<file path="src/rtl/regfile_writeback_queue.sv">
// Writeback queue for the 8x16 register file. It accepts ALU and load
// writebacks into an in-order FIFO and issues at most one register write
// per cycle. It also answers forwarding queries against writes that are
// still pending.
module regfile_writeback_queue #(
    parameter int unsigned DATA_W = 16,
    parameter int unsigned ADDR_W = 3,
    parameter int unsigned DEPTH  = 4
) (
    input  logic                         Clock,
    input  logic                         Reset_n,
    input  logic                         AluValid,
    input  logic [ADDR_W-1:0]            AluRD,
    input  logic [DATA_W-1:0]            AluData,
    output logic                         AluReady,
    input  logic                         MemValid,
    input  logic [ADDR_W-1:0]            MemRD,
    input  logic [DATA_W-1:0]            MemData,
    output logic                         MemReady,
    output logic [ADDR_W-1:0]            RD,
    output logic [DATA_W-1:0]            WriteData,
    output logic                         RegWrite,
    input  logic [ADDR_W-1:0]            LookupRS,
    input  logic [ADDR_W-1:0]            LookupRT,
    output logic                         FwdRSHit,
    output logic [DATA_W-1:0]            FwdRSData,
    output logic                         FwdRTHit,
    output logic [DATA_W-1:0]            FwdRTData,
    output logic [$clog2(DEPTH+1)-1:0]   Count,
    output logic                         Full,
    output logic                         Empty
);

    localparam int unsigned PTR_W = $clog2(DEPTH);
    localparam int unsigned CNT_W = $clog2(DEPTH + 1);

    logic [ADDR_W-1:0] ent_rd   [DEPTH];
    logic [DATA_W-1:0] ent_data [DEPTH];
    logic [PTR_W-1:0]  wr_ptr;
    logic [PTR_W-1:0]  rd_ptr;

    logic              mem_take;
    logic              alu_take;
    logic              enq;
    logic              deq;
    logic [ADDR_W-1:0] enq_rd;
    logic [DATA_W-1:0] enq_data;

    // Status flags and the accept decision; a load request always beats an ALU request
    always_comb begin
        Full     = (Count == CNT_W'(DEPTH));
        Empty    = (Count == '0);
        MemReady = !Full;
        AluReady = !Full && !MemValid;
        mem_take = MemValid && MemReady;
        alu_take = AluValid && AluReady;
        enq      = mem_take || alu_take;
        deq      = !Empty;
        enq_rd   = mem_take ? MemRD : AluRD;
        enq_data = mem_take ? MemData : AluData;
    end

    // FIFO storage; slots are qualified by Count, so they are never reset
    always_ff @(posedge Clock) begin
        if (enq) begin
            ent_rd[wr_ptr]   <= enq_rd;
            ent_data[wr_ptr] <= enq_data;
        end
    end

    // Pointers and occupancy; a push and a pop on the same edge leave Count unchanged
    always_ff @(posedge Clock or negedge Reset_n) begin
        if (!Reset_n) begin
            wr_ptr <= '0;
            rd_ptr <= '0;
            Count  <= '0;
        end else begin
            if (enq) wr_ptr <= wr_ptr + PTR_W'(1);
            if (deq) rd_ptr <= rd_ptr + PTR_W'(1);
            case ({enq, deq})
                2'b10:   Count <= Count + CNT_W'(1);
                2'b01:   Count <= Count - CNT_W'(1);
                default: Count <= Count;
            endcase
        end
    end

    // Output stage: the head entry moves to the register-file write port; address and data hold while idle
    always_ff @(posedge Clock or negedge Reset_n) begin
        if (!Reset_n) begin
            RegWrite  <= 1'b0;
            RD        <= '0;
            WriteData <= '0;
        end else begin
            RegWrite <= deq;
            if (deq) begin
                RD        <= ent_rd[rd_ptr];
                WriteData <= ent_data[rd_ptr];
            end
        end
    end

    // Forwarding search: the output stage is oldest, then head to tail, so later matches override
    always_comb begin
        logic [PTR_W-1:0] idx;
        idx       = '0;
        FwdRSHit  = 1'b0;
        FwdRSData = '0;
        FwdRTHit  = 1'b0;
        FwdRTData = '0;
        if (RegWrite && (RD == LookupRS)) begin
            FwdRSHit  = 1'b1;
            FwdRSData = WriteData;
        end
        if (RegWrite && (RD == LookupRT)) begin
            FwdRTHit  = 1'b1;
            FwdRTData = WriteData;
        end
        for (int unsigned i = 0; i < DEPTH; i++) begin
            idx = rd_ptr + PTR_W'(i);
            if (CNT_W'(i) < Count) begin
                if (ent_rd[idx] == LookupRS) begin
                    FwdRSHit  = 1'b1;
                    FwdRSData = ent_data[idx];
                end
                if (ent_rd[idx] == LookupRT) begin
                    FwdRTHit  = 1'b1;
                    FwdRTData = ent_data[idx];
                end
            end
        end
    end

endmodule

</file>
<file path="config.mk">
export PLATFORM = sky130hd
export DESIGN_NAME = regfile_writeback_queue
export DESIGN_NICKNAME = d
export VERILOG_FILES = /design/src/rtl/regfile_writeback_queue.sv
export SDC_FILE = /design/constraint.sdc
export NUM_CORES = 1
export LEC_CHECK = 0
export ABC_AREA = 1
export CORE_MARGIN = 2
export CORE_UTILIZATION = 40
export CTS_BUF_LIST = sky130_fd_sc_hd__clkbuf_2
export DETAILED_ROUTE_END_ITERATION = 7
export GPL_ROUTABILITY_DRIVEN = 0
export MAX_ROUTING_LAYER = met4
export SLEW_MARGIN = 5
export SYNTH_ARGS = -nofsm -noshare
export SYNTH_HDL_FRONTEND = slang
export SYNTH_SLANG_ARGS = --single-unit
</file>
<file path="constraint.sdc">
create_clock -name Clock -period 4.35 [get_ports Clock]
set_input_delay 0.87 -clock Clock [delete_from_list [all_inputs] [get_ports Clock]]
set_output_delay 0.87 -clock Clock [all_outputs]
set_load 0.05 [all_outputs]
</file>
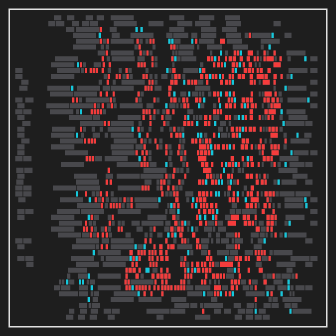
Fig. 1. Gate families picked out.
NAND gates -> red  # cells 565, most used nand2_1
inverters -> cyan  # cells 124, most used inv_1, where all over the die
combinational share of cell area: 0.440
Final Non-Filler Cells: 1528
Top cell excl fill/tap: nand2_1

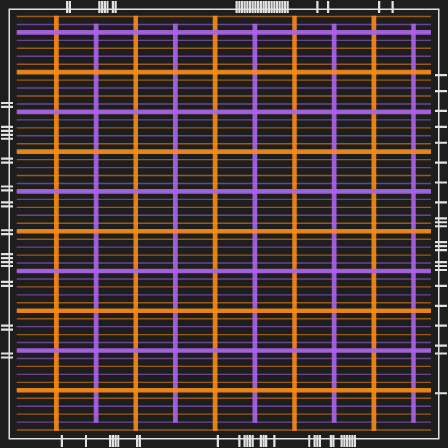
Fig. 2. Supply network.
Pins as bars on the die edge.
VDD -> purple
VSS -> orange
met5 straps = 10
met1 rails = 53
signal pins = 109
die height: 146 µm
DIE WIDTH: 146 µm
CORE AREA: 20000 µm²

==> GITHUB_STEP_SUMMARY <==
### Flow metrics

| Metric | Value |
|---|---|
| Clock sink count | 103 |
| #FFs+latches synth | 103 |
| Crit path to | FwdRSData[0] |
| FFs w/ async S/R, synth | 0.262 |
| Worst r2r path cells | 5 |
| Largest registers | ent_data x64, WriteData x16, ent_rd x12 |
| Post-route design area | 9920 µm² |
| H-Tree Depth | 3 |
| CLK BUF | 10 |
| HPWL after DPL | 17.4 mm |
| Drt wl/cell | roughly 15 µm |
| Drc violations | 0 |
| Register area | about 3000 µm² |
| CTS tree | yes |
| Pre-antenna DRT Iters | 7 |
| Dominant register cell | edfxtp_1 |
| Max reg flops | 64 |
| Max FO, Critical Path | 66 |
| CP max stage cell | dfrtp_4 |
| Min Tclk post-route | approximately 4.1 ns |
| Outcome | finished, final reports clean |
| Post-Synth AOI/OAI Area | 0.102 |
| Peak per-stage delay on the critical path | 0.61 ns |
| MUX area fraction | 0.0461 |
| Clock network share of area | 0.0126 |
| Final Core Density | 0.495 |
| Critical path, cell by cell | inv_4 > nand2_1 > nand2_2 > buf_12 > nand2_1 > nand3_1 > nand2_1 > nor2_4 > nand2_4 > nand3_1 > nand2_1 > a21oi_1 > buf_12 |
| Met3 Track Usage GR | 0.0306 |
| Post-synth top cells | 396 x nand2_1, 146 x nand3_1, 108 x o21ai_0, 101 x inv_1, 80 x nor2_1 |
| Grt peak-use layer | met1 |
| Mean Syn Cell Area | between 6 and 7 µm² |
| GR Util met2 | 0.309 |
| Final worst slack | ~0.22 ns |
| Worst path arrival time | 3.26 ns |
| CTS root buffer | clkbuf_2 |
| Synthesized area | between 8000 and 9000 µm² |
| # diodes | 1 |
| CP Capture Type | output pin |
| Initial antenna violation count | 1 |
| Inverter count | 124 |
| Crit path buf inv count | 3 |
| Bufs w/o clock | 136 |
| DR WL met2 | roughly 10 mm |
| Cell depth of the worst setup path | 13 |
| Tool Warnings | 32 |
| Highest metal layer with signal wires | met4 |
| Antenna violation net count after detailed routing | 0 |
| R2R Path End | ent_data[1][3]$_DFFE_PP_ |
| Placed cell area | just under 10000 µm² |
| Largest area class, layout | logic gates |
| Final slew viol count | 0 |
| Gr ovfl total | 0 |
| Synth logic family | simple AND/OR/NAND/NOR gates |
| Met3 routed wirelength | approximately 1.7 mm |
| Area Growth Syn to Fin | 22.4% |
| Vias in the first global route | 6698 |
| Clock Path Buffers | 2 |
| EDFF count, synth | 76 |
| Hold crit path type | in2async |
| Number of cells in Yosys stat | around 1200 |
| Setup slack at placement | about 0.46 ns |
| CP Launch Type | flip-flop |
| First-pass GRT wire length | 36.6 mm |
| Number of max-cap violations | 0 |
| Worst-Margin Slew | about 0.93 ns |
| Post-synth net total | 1225 |
| Post-Syn Instances | 1168 |
| Yosys chip area | 8110 µm² |
| Slew headroom | 0.378 |
| Setup slack on the worst flop-to-flop path | 1.88 ns |
| Fin nets | 1309 |
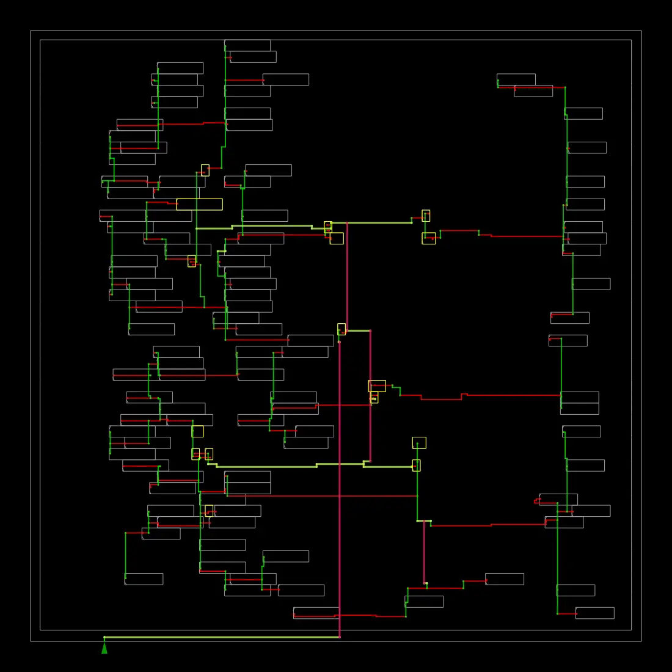
Fig. 3. Clock wiring as the flow saved it.
clk_skew: 0.0980 ns
total CTS buffers: 9
clk ins delay skew pair: 0.68 ns
sequential cell count: 103

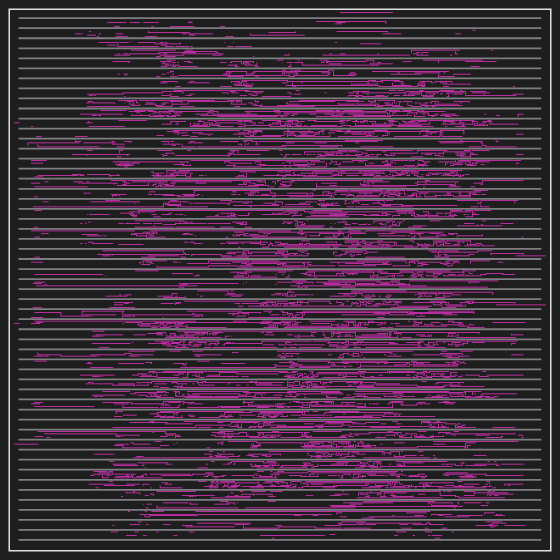
Fig. 4. Signal wires on met1.
Supply wires on this layer in grey.
wire length on this layer = 11400 µm
nets with wire on the layer = 1177
main direction = horizontal
share of all routed wire = 49%
longest straight run = 63.5 µm
Global Route met1 Usage: 0.340
via count: 7756

-- repair_timing --
item | CTS | global route
endpoints found under the setup margin | 27 | 32
cloned | 0 | 1
resized | 4 | 6
buffers inserted | 0 | 3
pin swaps | 0 | 2
-- stage by stage --
step | instances | TNS (ns) | hold slack (ns)
finish | 1528 | 0 | 0.488
detailed placement | 1507 | 0 | 0.551
CTS | 1523 | 0 | 0.480
global placement | 1507 | 0 | 0.528
floorplan | 1168 | 0 | 0.557
global route | 1528 | -0.0192 | 0.515
